Figure 1. Met1 routing.
Scale bar: 20 um.
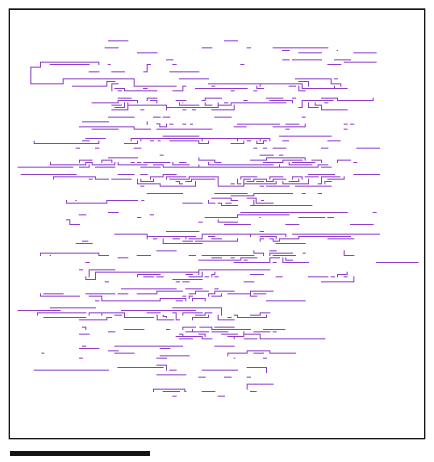
Figure 2. The metal 2 layer.
Scale bar: 20 um. Cells faint in the background.
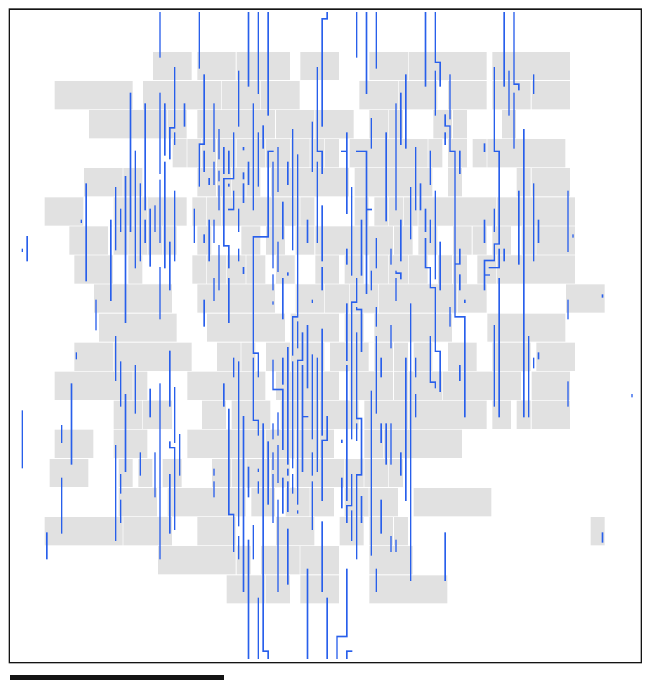
Figure 3. Metal 3.
Scale bar: 20 um. Cells faint in the background.
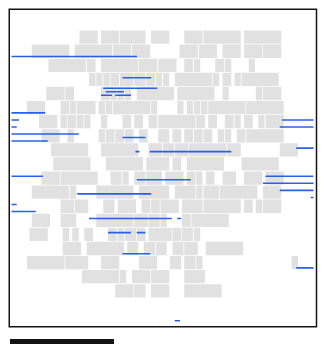
Figure 4. Local utilization.
6 x 6 tiles, from white (low) to dark blue (high), 0 to 100% covered.
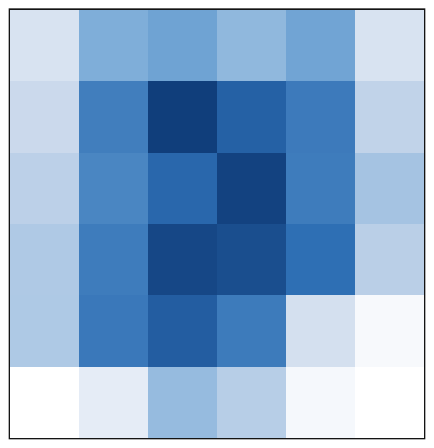
--- src/rtl/uart_word_decoder_pkg.sv ---
// rtl/uart_word_decoder_pkg.sv - shared constants, helpers and FSM encoding for the UART word decoder
package uart_word_decoder_pkg;

  function automatic int ceil_div(input int a, input int b);
    return (a + b - 1) / b;
  endfunction

  // Each UART byte carries one terminal flag and BYTE_WIDTH-1 payload bits.
  function automatic int chunk_bits(input int byte_width);
    return byte_width - 1;
  endfunction

  function automatic int num_chunks(input int byte_width, input int word_width);
    return ceil_div(word_width, byte_width - 1);
  endfunction

  function automatic int slot_bits(input int byte_width, input int word_width);
    return (num_chunks(byte_width, word_width) - 1) * (byte_width - 1);
  endfunction

  localparam int DEF_BYTE_WIDTH = 8;
  localparam int DEF_WORD_WIDTH = 13;
  localparam int DEF_C          = chunk_bits(DEF_BYTE_WIDTH);
  localparam int DEF_NBYTES     = num_chunks(DEF_BYTE_WIDTH, DEF_WORD_WIDTH);
  localparam int DEF_SLOT_W     = slot_bits(DEF_BYTE_WIDTH, DEF_WORD_WIDTH);

  typedef enum logic [1:0] {
    ST_IDLE    = 2'd0,
    ST_READ    = 2'd1,
    ST_CAPTURE = 2'd2
  } state_t;

endpackage

--- src/rtl/uart_word_decoder_timeout.sv ---
// rtl/uart_word_decoder_timeout.sv - inter-byte silence counter that aborts a partial word
module uart_word_timeout
  import uart_word_decoder_pkg::*;
#(
  parameter int TIMEOUT = 1
) (
  input  logic clk,
  input  logic rst,
  input  logic clear,
  input  logic enable,
  output logic expire
);

  localparam int W = $clog2(TIMEOUT + 1);
  localparam logic [W-1:0] LAST = W'(TIMEOUT - 1);

  logic [W-1:0] tcnt;

  // A clear (byte capture) in the expiry cycle takes priority over the abort.
  assign expire = enable && !clear && (tcnt == LAST);

  always_ff @(posedge clk) begin
    if (rst || clear || expire) begin
      tcnt <= '0;
    end else if (enable) begin
      tcnt <= tcnt + W'(1);
    end
  end

endmodule

--- src/rtl/uart_word_decoder.sv ---
// rtl/uart_word_decoder.sv - drains the UART RX FIFO and reassembles flag-framed multi-byte signed words
module uart_word_decoder
  import uart_word_decoder_pkg::*;
#(
  parameter int BYTE_WIDTH = 8,
  parameter int WORD_WIDTH = 13,
  parameter int TIMEOUT    = 0,
  parameter int ERR_CNT_W  = 8
) (
  input  logic                         clk,
  input  logic                         rst,
  input  logic                         byte_rdy,
  input  logic [BYTE_WIDTH-1:0]        din,
  output logic                         unload,
  output logic signed [WORD_WIDTH-1:0] dout,
  output logic                         word_valid,
  output logic                         err_short,
  output logic                         err_long,
  output logic                         err_timeout,
  output logic [ERR_CNT_W-1:0]         err_count
);

  localparam int C      = chunk_bits(BYTE_WIDTH);
  localparam int NBYTES = num_chunks(BYTE_WIDTH, WORD_WIDTH);
  localparam int SLOT_W = slot_bits(BYTE_WIDTH, WORD_WIDTH);
  localparam int CNT_W  = $clog2(NBYTES);
  localparam logic [CNT_W-1:0] LAST = CNT_W'(NBYTES - 1);

  state_t            state, state_next;
  logic              capture;
  logic [CNT_W-1:0]  cnt;
  logic [SLOT_W-1:0] slots;
  logic [C-1:0]      chunk;
  logic              terminal;
  logic              tmo_expire;
  logic              ev_word, ev_short, ev_long, ev_timeout;

  assign chunk    = din[C-1:0];
  assign terminal = din[BYTE_WIDTH-1];

  always_ff @(posedge clk) begin
    if (rst) state <= ST_IDLE;
    else     state <= state_next;
  end

  // byte_rdy seen in CAPTURE already reflects the read, so an emptying FIFO is not over-read.
  always_comb begin
    state_next = state;
    case (state)
      ST_IDLE:    if (byte_rdy) state_next = ST_READ;
      ST_READ:    state_next = ST_CAPTURE;
      ST_CAPTURE: state_next = byte_rdy ? ST_READ : ST_IDLE;
      default:    state_next = ST_IDLE;
    endcase
  end

  always_comb begin
    unload  = (state == ST_READ);
    capture = (state == ST_CAPTURE);
  end

  always_comb begin
    ev_word    = 1'b0;
    ev_short   = 1'b0;
    ev_long    = 1'b0;
    ev_timeout = 1'b0;
    if (capture) begin
      if (terminal) begin
        if (cnt == LAST) ev_word  = 1'b1;
        else             ev_short = 1'b1;
      end else if (cnt == LAST) begin
        ev_long = 1'b1;
      end
    end else if (tmo_expire) begin
      ev_timeout = 1'b1;
    end
  end

  generate
    if (TIMEOUT > 0) begin : g_tmo
      uart_word_timeout #(.TIMEOUT(TIMEOUT)) u_tmo (
        .clk    (clk),
        .rst    (rst),
        .clear  (capture),
        .enable (cnt != '0),
        .expire (tmo_expire)
      );
    end else begin : g_no_tmo
      assign tmo_expire = 1'b0;
    end
  endgenerate

  always_ff @(posedge clk) begin
    if (rst) begin
      cnt         <= '0;
      slots       <= '0;
      dout        <= '0;
      word_valid  <= 1'b0;
      err_short   <= 1'b0;
      err_long    <= 1'b0;
      err_timeout <= 1'b0;
      err_count   <= '0;
    end else begin
      word_valid  <= ev_word;
      err_short   <= ev_short;
      err_long    <= ev_long;
      err_timeout <= ev_timeout;
      // Chunks arrive LSB first; the terminal chunk supplies the sign bit.
      if (ev_word) dout <= $signed(WORD_WIDTH'({chunk, slots}));
      if (capture) begin
        if (terminal) begin
          cnt <= '0;
        end else if (ev_long) begin
          slots[C-1:0] <= chunk;
          cnt          <= CNT_W'(1);
        end else begin
          slots[int'(cnt)*C +: C] <= chunk;
          cnt                     <= cnt + CNT_W'(1);
        end
      end else if (ev_timeout) begin
        cnt <= '0;
      end
      if ((ev_short || ev_long || ev_timeout) && (err_count != '1))
        err_count <= err_count + ERR_CNT_W'(1);
    end
  end

endmodule

--- config.mk ---
export PLATFORM = sky130hd
export DESIGN_NAME = uart_word_decoder
export DESIGN_NICKNAME = d
export VERILOG_FILES = /design/src/rtl/uart_word_decoder_pkg.sv /design/src/rtl/uart_word_decoder_timeout.sv /design/src/rtl/uart_word_decoder.sv
export SDC_FILE = /design/constraint.sdc
export NUM_CORES = 1
export LEC_CHECK = 0
export CORE_AREA = 3 3 56 58
export CTS_CLUSTER_DIAMETER = 30
export DETAILED_ROUTE_END_ITERATION = 10
export DIE_AREA = 0 0 59 61
export PLACE_DENSITY = 0.82
export SLEW_MARGIN = 20
export SYNTH_ARGS = -nofsm -noshare
export SYNTH_HDL_FRONTEND = slang
export SYNTH_SLANG_ARGS = --single-unit
--- constraint.sdc ---
create_clock -name clk -period 3.5 [get_ports clk]
set_clock_uncertainty 0.05 [all_clocks]
set_input_delay 0.525 -clock clk [delete_from_list [all_inputs] [get_ports clk]]
set_output_delay 0.525 -clock clk [all_outputs]
set_load 0.02 [all_outputs]
==> flow_summary_export.csv <==
group,metric,value,unit
run_status,status,"finished, final reports clean",
final_layout,drive_gt1_share,6.806,%
synth,synth_top_area_share,50.56,%
hold_path,holdPathStages,2,
final_layout,num_antenna_cells,0,
critical_path,crit_slowest_cell,"clkdlybuf4s50_1",
clock_network,cts_tree,"built",
detailed_routing,drt_first_pass_iters,4,
grt,grt_pass1_vias,1073,
clock_network,cts-hold-fix-buffers,0,
clock_network,clockRootBuffer,"clkbuf_4",
synth,synth.most_common_cell,"nand2_1",
floorplan,rows,19,
critical_path,path_class,"register to output pin",
synth,ys_seq_share,50.56,%
sta,setup_viol,0,
synth,synth.distinct_cells,32,
clock_network,cts_buffer_depth,2,
synth,synth_flops,34,
placed_design,post-dp-hpwl,2.070,mm
detailed_routing,via_per_inst,5.279,
detailed_routing,ant_nets,0,
placed_design,pre_cts_slack,1.048,ns
floorplan,ios,37,
synth,synth_warnings,0,
synth,yosys_area,1346,um^2
floorplan,initCoreUtil,49.68,%
grt,overflow,0,
critical_path,path_cells,"nor2b_1 -> clkdlybuf4s50_1",
clock_network,htreeDepth,2,
clock_network,cts_setup_buffers,0,
synth,yosys_cells,157,
run,warnings,26,
sta,tightestPinTransition,0.5387,ns
placed_design,place_congestion,0.8127,
critical_path,worstPathArrival,1.56,ns
sta,hold_viol_final,0,
sta,relSlewSlack,63.99,%
clock_network,clock-sinks,34,
final_layout,postLayoutCoreUtil,64.68,%
synth,common_cells,"nand2_1 (35), dfxtp_1 (34), a21oi_1 (21)",
synth,synthCells,157,
sta,finalCritPeriodShare,60.97,%
power,leakage,0.6113,nW
floorplan,die-area,3599,um^2
critical_path,rr_worst_depth,4,
synth,async_flop_share,0,%
synth,syn_nets,169,
sta,grt_setup_unrepaired,"no",
grt,grt_pass1_wl,4.678,mm
final_layout,instances_no_fill,222,
synth,syn_area_per_cell,8.575,um^2
grt,grt_max_degree,23,
detailed_routing,wl_per_cell,12.75,um
power,ir_drop,0.3433,mV
hold_path,worstHoldPathType,"register to register",
hold_path,holdPathEnd,"dout[1]",
final_layout,fillers,226,
grt,grt_use_total,17.22,%
sta,holdWs,0.4097,ns
grt,antenna_found_initial,0,
clock_network,cts_made_buffers,5,
placed_design,dpl.cell_count,214,
detailed_routing,drt_iter0_drc,27,
critical_path,crit_path_start_kind,"register",
final_layout,fin_nets,202,
critical_path,required,2.92,ns
run,maxCapViolations,0,
sta,slew_violations,0,
critical_path,r2r-start,"state[0]",
critical_path,ff2ff_setup_slack,1.80,ns
synth,topCellsByArea,"dfxtp_1 (51%), nand2_1 (9.8%), a21oi_1 (7.8%)",
sta,layout_setup_ws,1.366,ns
power,powerDensity,373.9,nW/um^2
sta,fmax,468.6,MHz
critical_path,regToRegEndpoint,"err_count[3]",
clock_network,post_cts_resized,0,
floorplan,die_y,61,um
critical_path,worstPathMaxFanout,4,
sta,fin_crit,2.134,ns
placed_design,port_buffers,35,
synth,flop_cell,"dfxtp_1",
floorplan,die_x,59,um
detailed_routing,drc,0,
critical_path,critPathCaptureType,"output pin",
clock_network,path_clk_slew,0.10,ns
synth,largest_area_cell,"dfxtp_1",
sta,setup_tns,0,ns
hold_path,min_from,"slots[1]",
clock_network,clock.latency.late_pin,0.32,ns
synth,edf_count,0,
synth,netlist_area,1346,um^2
critical_path,crit_path_max_incr_delay,0.63,ns
final_layout,syn2layout_area_growth,30.20,%
floorplan,core,2710,um^2
About Figure 1:
The longest straight run is 22.1 um. The layer holds 44% of the routed length.
Vias: 1172
met1 usage: 21.18%
Routed WL: 2.830 mm

About Figure 2:
172 nets have wire on it. The layer carries 1320 um of wire. The longest straight run is 26.9 um. The layer holds 47% of the routed length. The wires run mostly vertical.
met2 Usage GRT: 27.60%

About Figure 3:
The wires run mostly horizontal. The layer carries 199 um of wire.

About Figure 4:
5.6% of the tiles are nearly empty. The densest ninth of the die: centre. The fullest tile reaches 94%. The mean over all tiles is 48%. 19% of the tiles are over 75% full.

-- registers in the layout, indices dropped and copies added (netlist names) --
signal and flops:
dout 13, err_long 1, slots 7, err_short 1, err_count 8, state 2
cnt 1, word_valid 1
-- cells in the final DEF (no fill, tap or decap), drive strengths merged, types with 3 or more instances in the layout --
cell type | netlist | final
nand2 | 35 | 35
dfxtp | 34 | 34
clkbuf | 7 | 7
clkdlybuf4s50 | 0 | 35
nor2 | 10 | 10
nor3 | 4 | 4
and3 | 4 | 4
nor4 | 3 | 3
o21ai | 8 | 8
nor2b | 5 | 5
a21oi | 21 | 21
nand3 | 4 | 4
-- through the flow --
step | area, um^2 | total power, mW
after global placement | 1693 | 0.4415
after global routing | 1753 | 0.6818
after floorplan | 1346 | 0.4249
after detailed placement | 1693 | 0.4424
final | 1753 | 0.6555
after CTS | 1753 | 0.6604
-- where the power goes --
group          switching (mW)  leakage, nW  total [mW]  internal [mW]
combinational          0.0216        0.302      0.0403         0.0186
clock                   0.124       0.0353       0.222         0.0973
sequential            0.00338        0.274       0.394          0.390
total                   0.149        0.611       0.655          0.506
-- how the worst max path moves through the flow --
stage | from | end | slack [ns] | cells after the start
2_1_floorplan | err_count[0] | err_count[4] | 1.90 | 4
3_3_place_gp | din[7] | err_count[3] | 1.14 | 5
6_report | state[0] | unload | 1.37 | 2
5_1_grt | din[7] | err_count[3] | 1.27 | 5
3_5_place_dp | din[7] | err_count[3] | 1.05 | 5
4_1_cts | state[0] | unload | 1.35 | 2
-- cell families (layout without fill, tap and decap cells) --
group	after synthesis	after routing	synth area share, %
other cells	1	1	0.2785
xor+xnor	3	3	2.510
flops	34	34	50.56
mux	4	4	3.160
compound gates	33	33	13.20
simple gates	71	71	25.65
buf+inv	10	44	3.718
fa+ha+maj	1	1	0.9292
-- worst max-delay path, delay by kind of cell (launching register included) --
kind | cells | cell delay, ns
DFF | 1 | 0.39
buffers and inverters | 1 | 0.63
and+or+nand+nor | 1 | 0.21
-- layer usage --
| metal | vias to the layer above | part of all wire (%) | track usage, % |
|---|---|---|---|
| met5 | - | 0 | 0 |
| met4 | 0 | 2.1 | 7.443 |
| li1 | 595 | - | - |
| met3 | 7 | 7.0 | 5.745 |
| met2 | 46 | 47 | 27.60 |
| met1 | 524 | 44 | 21.18 |
-- area by class of cell --
cell class                      count  area, um^2  share of cell area, %
Clock buffer                        7       55.05                  3.141
Clock inverter                      1       5.005                 0.2855
Tap cell                           31       38.79                  2.213
Sequential cell                    34       680.7                  38.83
Timing Repair Buffer               36       357.8                  20.41
Multi-Input combinational cell    113       615.6                  35.12
Power is estimated from default activity; no workload was simulated.
